==> src/rtl/piso_shift_reg.sv <==
// Parallel-in serial-out shift register with load handshake, shift stall,
// selectable bit order and gapless back-to-back frames.
module piso_shift_reg #(
  parameter int WIDTH     = 8,
  parameter bit LSB_FIRST = 1'b0
) (
  input  logic             clk,
  input  logic             rst,
  input  logic             load,
  input  logic [WIDTH-1:0] pdata,
  input  logic             shift_en,
  output logic             ready,
  output logic             sout,
  output logic             sout_valid,
  output logic             busy,
  output logic             done
);

  localparam int CW = $clog2(WIDTH);
  localparam logic [CW-1:0] CNT_LAST = CW'(WIDTH - 1);

  typedef enum logic {IDLE, SHIFT} state_t;

  state_t           state, state_nxt;
  logic [WIDTH-1:0] sreg;
  logic [CW-1:0]    cnt;
  logic             last, accept, advance;

  function automatic logic head_bit(input logic [WIDTH-1:0] w);
    return LSB_FIRST ? w[0] : w[WIDTH-1];
  endfunction

  // sreg holds only the bits not yet presented; sout holds the current one.
  function automatic logic [WIDTH-1:0] tail(input logic [WIDTH-1:0] w);
    return LSB_FIRST ? (w >> 1) : (w << 1);
  endfunction

  always_ff @(posedge clk) begin
    if (rst) state <= IDLE;
    else     state <= state_nxt;
  end

  always_comb begin
    state_nxt = state;
    last      = (state == SHIFT) && (cnt == '0);
    done      = last && shift_en;
    ready     = (state == IDLE) || done;
    accept    = load && ready;
    advance   = (state == SHIFT) && shift_en && !last;
    case (state)
      IDLE:    if (accept) state_nxt = SHIFT;
      SHIFT:   if (done && !load) state_nxt = IDLE;
      default: state_nxt = IDLE;
    endcase
  end

  always_ff @(posedge clk) begin
    if (rst) begin
      sreg <= '0;
      cnt  <= '0;
      sout <= 1'b0;
    end else if (accept) begin
      sreg <= tail(pdata);
      sout <= head_bit(pdata);
      cnt  <= CNT_LAST;
    end else if (advance) begin
      sreg <= tail(sreg);
      sout <= head_bit(sreg);
      cnt  <= cnt - CW'(1);
    end else if (done) begin
      sout <= 1'b0;
    end
  end

  assign busy       = (state == SHIFT);
  assign sout_valid = (state == SHIFT);

endmodule

==> config.mk <==
export PLATFORM = sky130hd
export DESIGN_NAME = piso_shift_reg
export DESIGN_NICKNAME = d
export VERILOG_FILES = /design/src/rtl/piso_shift_reg.sv
export SDC_FILE = /design/constraint.sdc
export NUM_CORES = 1
export LEC_CHECK = 0
export CORE_MARGIN = 1.5
export CORE_UTILIZATION = 46
export CTS_CLUSTER_SIZE = 8
export DETAILED_ROUTE_END_ITERATION = 8
export PLACE_DENSITY = 0.8
export SETUP_SLACK_MARGIN = 0.4
export SLEW_MARGIN = 25
export SYNTH_ARGS = -nofsm -noshare
export SYNTH_HDL_FRONTEND = slang
export SYNTH_SLANG_ARGS = --single-unit
==> constraint.sdc <==
create_clock -name clk -period 1.9 [get_ports clk]
set_clock_uncertainty 0.1 [all_clocks]
set_input_delay 0.285 -clock clk [delete_from_list [all_inputs] [get_ports clk]]
set_output_delay 0.285 -clock clk [all_outputs]
set_load 0.02 [all_outputs]
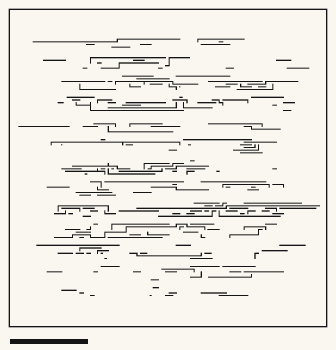
m1.png
Scale bar: 10 µm.
wire length on this layer = 632 µm
main direction = horizontal
Vias: 597
GRT met1 Usage: 24.58%

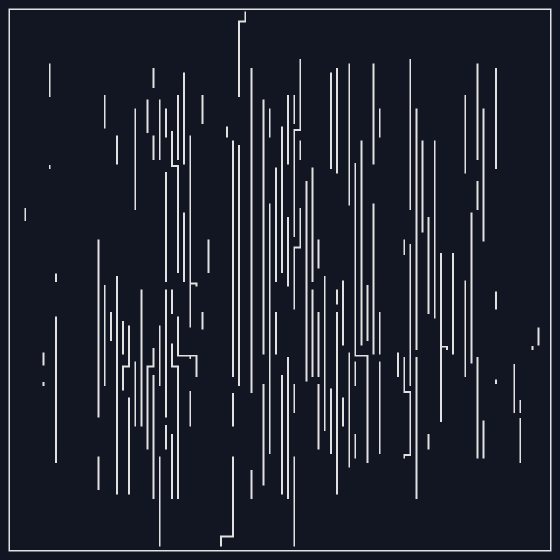
m2.png
wire length on this layer = 818 µm
share of all routed wire = 54%
longest straight run = 24.3 µm
Routed WL: 1502 µm
met2 usage in global routing: 38.89%

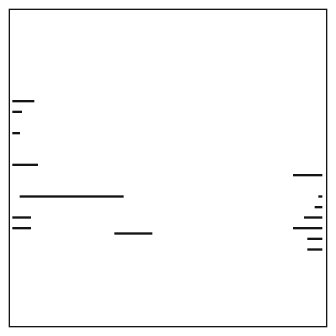
m3.png
nets with wire on the layer = 14
longest straight run = 13.1 µm
global-route track usage on met3: 4.891%

## repair_timing
action	in CTS	in global routing
buffers inserted	8	1
resized	21	7
pin swaps	13	6
cloned	1	0
endpoints found under the setup margin	13	13
## cell usage in the layout, fill, tap and decap left out, drive strengths merged, types with 2 or more instances in the layout
cell	netlist	final
a21oi	13	13
a221oi	5	5
buf	3	16
clkbuf	0	4
clkdlybuf4s50	0	9
dfxtp	12	12
dlygate4sd2	0	5
ha	2	2
inv	9	9
nand2	9	9
nand3b	2	2
nor2	2	2
xnor2	2	2
## synthesized netlist by cell type
| library cell | number | area [µm²] |
|---|---|---|
| nand2b_4 | 1 | 13.76 |
| nand3_1 | 1 | 5.000 |
| dfxtp_1 | 12 | 240.2 |
| xnor2_1 | 2 | 17.52 |
| inv_2 | 1 | 3.750 |
| ha_1 | 2 | 25.02 |
| a221oi_2 | 5 | 75.07 |
| nand2_1 | 9 | 33.78 |
| nor2_1 | 1 | 3.750 |
| o31ai_4 | 1 | 21.27 |
| a21oi_1 | 11 | 55.05 |
| or2b_1 | 1 | 7.510 |
| buf_6 | 1 | 11.26 |
| a22oi_2 | 1 | 12.51 |
| a32oi_1 | 1 | 8.760 |
| inv_1 | 8 | 30.03 |
| nor3_1 | 1 | 5.000 |
| buf_1 | 1 | 3.750 |
| a21oi_2 | 2 | 17.52 |
| o21ai_1 | 1 | 5.000 |
| nor3b_2 | 1 | 12.51 |
| nor2_4 | 1 | 11.26 |
| nand3b_1 | 2 | 15.01 |
| and2b_4 | 1 | 10.01 |
| buf_4 | 1 | 7.510 |
## state kept, by name (all words and copies together), names as in the netlist
signal,count
busy,1
cnt,3
sreg,7
sout,1
## power breakdown
| part | switching (mW) | internal, mW |
|---|---|---|
| clock network | 0.0899 | 0.117 |
| logic | 0.113 | 0.140 |
| registers | 0.0174 | 0.278 |
==> reports/metrics.csv <==
stage,metric,value,unit
floorplanning,core-area,1318,µm²
critical_path,worst-r2r-cell-count,7,
critical_path,crit_chain,inv_2 > ha_4 > nand2b_4 > o21ai_2 > buf_4,
placed_design,dp_hpwl,930.6,µm
floorplanning,fp_util,49.48,%
timing,fmax,633.6,MHz
pwr,finalPower,755.0,µW
placed_design,gp_congestion,0.6270,
synthesis,aoi_share,29.94,%
synthesis,xor_share,2.687,%
timing,setup_tns,0,ns
critical_path,critical_path_arrival,1.19,ns
critical_path,slowest_stage,dfxtp_2,
clock_tree,cts_tree,done,
critical_path,critical_path.endpoint,ready,
floorplanning,core.rowCount,13,
worst_hold_path,hold-path-endpoint,cnt[0],
clock_tree,cts-root-buf,clkbuf_4,
synthesis,ys_seq_elements,12,
critical_path,start_kind,flop,
synthesis,synth_nets,83,
routing,met3_length,42,µm
global_routing,grt-busiest-layer,met2,
synthesis,yosys_warnings,0,
finish,stdcell_area,1021,µm²
timing,slew_headroom,61.34,%
worst_hold_path,min_from,load,
floorplanning,die_y,40.65,µm
status,outcome,finished clean,
flow_run,warnings,29,
critical_path,crit_path_start,cnt[0],
placed_design,placed_cell_area,863.3,µm²
finish,comb_share,37.87,%
clock_tree,cts_sinks,12,
finish,area_share_nonclk_buffers,29.53,%
routing,routedWlPerCell,13.06,µm
Power figures rest on the tool's default switching activity, not on a simulated workload.
